### Clock nets

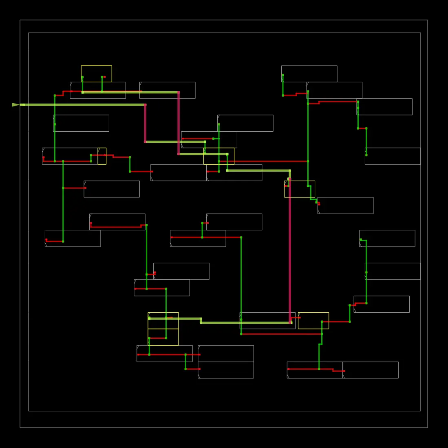
### Routed clock nets over the placement

Scale: 8 px per um.
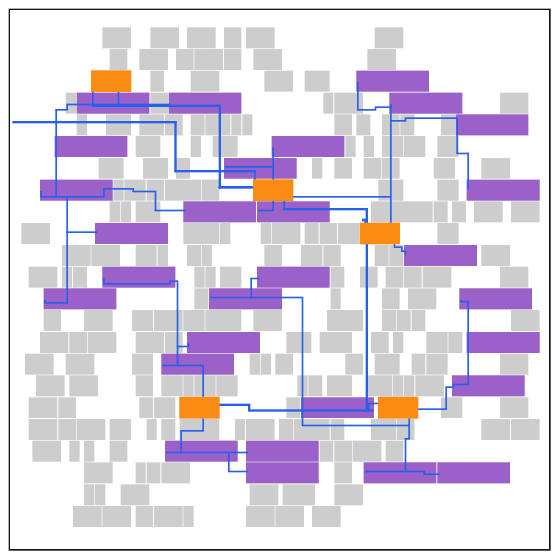
**src/rtl/cpu_ctrl_pkg.sv**
```systemverilog
// Shared control definitions for the CPU sequencer slice.
// Sequencer state encoding and default datapath widths.
package cpu_ctrl_pkg;

  localparam int PC_W_DEF  = 8;
  localparam int CNT_W_DEF = 16;

  typedef enum logic [2:0] {
    IDLE,
    FETCH,
    EXEC,
    MEM,
    HALT
  } seq_state_t;

endpackage

```
**src/rtl/sat_counter.sv**
```systemverilog
// Saturating up-counter with synchronous clear.
// Sticks at all-ones instead of wrapping.
module sat_counter #(
  parameter int W = 16
) (
  input  logic         clk,
  input  logic         rst_n,
  input  logic         clr,
  input  logic         en,
  output logic [W-1:0] q
);

  always_ff @(posedge clk or negedge rst_n) begin
    if (!rst_n) begin
      q <= '0;
    end else if (clr) begin
      q <= '0;
    end else if (en && (q != '1)) begin
      q <= q + W'(1);
    end
  end

endmodule

```
**src/rtl/pc_sequencer.sv**
```systemverilog
// Multi-cycle fetch/exec/mem sequencer driving ProgCtr and IR.
// Handles halt, memory timeout and a saturating run cycle count.
module pc_sequencer
  import cpu_ctrl_pkg::*;
#(
  parameter int PC_W        = PC_W_DEF,
  parameter int CNT_W       = CNT_W_DEF,
  parameter int MEM_TIMEOUT = 15
) (
  input  logic             Clk,
  input  logic             Reset_n,
  input  logic             Start,
  input  logic [PC_W-1:0]  StartAddr,
  input  logic             IsBranch,
  input  logic             IsMem,
  input  logic             IsLoad,
  input  logic             IsHalt,
  input  logic [PC_W-1:0]  Offset,
  input  logic             Zero,
  input  logic             MemReady,
  output logic             PcLoad,
  output logic             PcEn,
  output logic             BranchRel,
  output logic [PC_W-1:0]  Target,
  output logic             IrLoad,
  output logic             RegWe,
  output logic             MemReq,
  output logic             Done,
  output logic             Error,
  output logic [CNT_W-1:0] CycleCount
);

  localparam logic [7:0] WLAST = 8'(MEM_TIMEOUT - 1);

  seq_state_t state, nxt;
  logic [7:0] wcnt;
  logic       done_q, err_q;
  logic       start_ok, mem_to, busy;

  // StartAddr is consumed by ProgCtr directly when PcLoad is high
  logic unused_addr;
  assign unused_addr = ^StartAddr;

  assign start_ok = Start && (state == IDLE || state == HALT);
  assign mem_to   = (state == MEM) && !MemReady && (wcnt == WLAST);
  assign busy     = (state == FETCH) || (state == EXEC) || (state == MEM);

  always_ff @(posedge Clk or negedge Reset_n) begin
    if (!Reset_n) state <= IDLE;
    else          state <= nxt;
  end

  always_comb begin
    nxt = state;
    unique case (state)
      IDLE, HALT: if (Start) nxt = FETCH;
      FETCH:      nxt = EXEC;
      EXEC: begin
        if (IsHalt)     nxt = HALT;
        else if (IsMem) nxt = MEM;
        else            nxt = FETCH;
      end
      MEM: begin
        if (MemReady)    nxt = FETCH;
        else if (mem_to) nxt = HALT;
      end
      default: nxt = IDLE;
    endcase
  end

  always_comb begin
    PcLoad    = 1'b0;
    PcEn      = 1'b0;
    BranchRel = 1'b0;
    Target    = '0;
    IrLoad    = 1'b0;
    RegWe     = 1'b0;
    MemReq    = 1'b0;
    unique case (state)
      IDLE, HALT: PcLoad = Start && Reset_n;
      FETCH:      IrLoad = 1'b1;
      EXEC: begin
        Target = Offset;
        if (IsHalt) begin
          PcEn = 1'b0;
        end else if (IsMem) begin
          MemReq = 1'b1;
        end else if (IsBranch) begin
          PcEn      = 1'b1;
          BranchRel = Zero;
        end else begin
          PcEn  = 1'b1;
          RegWe = 1'b1;
        end
      end
      MEM: begin
        MemReq = 1'b1;
        PcEn   = MemReady;
        RegWe  = MemReady && IsLoad;
      end
      default: ;
    endcase
  end

  always_ff @(posedge Clk or negedge Reset_n) begin
    if (!Reset_n) begin
      wcnt <= '0;
    end else if (state == EXEC) begin
      wcnt <= '0;
    end else if (state == MEM && !MemReady) begin
      wcnt <= wcnt + 8'd1;
    end
  end

  always_ff @(posedge Clk or negedge Reset_n) begin
    if (!Reset_n) begin
      done_q <= 1'b0;
      err_q  <= 1'b0;
    end else if (start_ok) begin
      done_q <= 1'b0;
      err_q  <= 1'b0;
    end else if (state == EXEC && IsHalt) begin
      done_q <= 1'b1;
    end else if (mem_to) begin
      err_q <= 1'b1;
    end
  end

  assign Done  = done_q;
  assign Error = err_q;

  sat_counter #(.W(CNT_W)) u_cyc (
    .clk  (Clk),
    .rst_n(Reset_n),
    .clr  (start_ok),
    .en   (busy),
    .q    (CycleCount)
  );

endmodule

```
**config.mk**
```make
export PLATFORM = sky130hd
export DESIGN_NAME = pc_sequencer
export DESIGN_NICKNAME = d
export VERILOG_FILES = /design/src/rtl/cpu_ctrl_pkg.sv /design/src/rtl/sat_counter.sv /design/src/rtl/pc_sequencer.sv
export SDC_FILE = /design/constraint.sdc
export NUM_CORES = 1
export LEC_CHECK = 0
export CAP_MARGIN = 30
export CORE_UTILIZATION = 40
export CTS_CLUSTER_DIAMETER = 50
export CTS_CLUSTER_SIZE = 24
export DETAILED_ROUTE_END_ITERATION = 8
export PLACE_DENSITY = 0.71
export SLEW_MARGIN = 20
export SYNTH_ARGS = -nofsm -noshare
export SYNTH_HDL_FRONTEND = slang
export SYNTH_SLANG_ARGS = --single-unit
```
**constraint.sdc**
```tcl
create_clock -name Clk -period 5.98 [get_ports Clk]
set_input_delay 1.495 -clock Clk [delete_from_list [all_inputs] [get_ports Clk]]
set_output_delay 1.495 -clock Clk [all_outputs]
set_load 0.01 [all_outputs]
```
==> flow_metrics.tcl <==
# flow metrics
set metrics [dict create \
    outcome "finished clean" \
    die_w_um 67.4 \
    fp_nets 211 \
    syn_avg_cell_area_sq_um 9.35 \
    htreeDepth 2 \
    rows 23 \
    reg2reg_from "u_cyc.q[1]$_DFFE_PN0P_" \
    cts-resized-gates 0 \
    slew_viol_final 0 \
    setup.worst_path.start "Start" \
    grt_usage 0.206 \
    ys_types 44 \
    powerDensity_mw_per_mm2 322 \
    async_flop_share 1.00 \
    rsz0062_at_grt "no" \
    slowest_delay_ns 0.54 \
    place_area_sq_mm 0.00226 \
    crit_path_cell_trace "clkdlybuf4s50_1 -> nor3b_2 -> buf_4 -> and2_1 -> clkdlybuf4s50_1" \
    n_antenna_cell 0 \
    setup_tns_ns 0 \
    largest_register_ffs 16 \
    busiest_layer "met2" \
    ys.flop_type "dfrtp_1" \
]
-- 'Clock nets' (at the start) --
skew final: 0.00483 ns
clkbuf count: 7
Clock Power: 0.165 mW
Clock Latency Late Sink: 0.28 ns
CTS Buf Count: 5

-- 'Routed clock nets over the placement' (at the start) --
flip-flops -> purple  # count 29
clock wires -> blue  # length 431 um
cells driving clock nets -> orange  # count 5
flops lie = spread over the die

## logic make-up after synthesis
kind of cell / count (synthesis) / synth area share
AOI/OAI and AO/OA: 33 / 0.136
xor gates and xnor gates: 6 / 0.0307
adders and majority gates: 3 / 0.0219
buffers and inverters: 9 / 0.0212
DFF: 29 / 0.424
muxes: 4 / 0.0241
and+or+nand+nor: 99 / 0.342
## power groups by stage
stage / Sequential, mW / Combinational (mW) / Clock, mW
after detailed placement: 0.278 / 0.319 / 0
final: 0.275 / 0.315 / 0.165
after CTS: 0.275 / 0.320 / 0.171
after floorplan: 0.266 / 0.191 / 0
after global placement: 0.277 / 0.316 / 0
after global routing: 0.282 / 0.349 / 0.178
## cells in the final DEF (no fill, tap or decap), drive strengths merged, types with 3 or more instances in the layout
cell / instances
clkdlybuf4s50: 48
dfrtp: 29
nor2: 17
nand2: 15
nand3: 13
and2: 12
nand4: 8
o21ai: 7
clkbuf: 7
xor2: 6
or4: 6
a21oi: 6
and4: 5
a221o: 5
nor4: 5
o31ai: 4
buf: 4
nor3b: 4
inv: 3
o22ai: 3
o21a: 3
mux2i: 3
nor3: 3
ha: 3
## final timing paths
check	end	slack [ns]
worst max-delay path	PcLoad	1.39
worst min-delay path	Error$_DFFE_PN0P_	0.50
worst max register to register	u_cyc.q[6]$_DFFE_PN0P_	3.76
worst min register to register	Error$_DFFE_PN0P_	0.50
max in group asynchronous	u_cyc.q[0]$_DFFE_PN0P_	4.02
min in group asynchronous	u_cyc.q[1]$_DFFE_PN0P_	1.68
## area by class of cell
cell class | count | share of cell area
clock buffers | 7 | 0.0368
flip-flops and latches | 29 | 0.309
inverters | 3 | 0.00480
multi-input cells | 145 | 0.404
well taps | 50 | 0.0267
repair buffers | 52 | 0.218
No activity file was given, so power comes from the tool's default toggle rates.
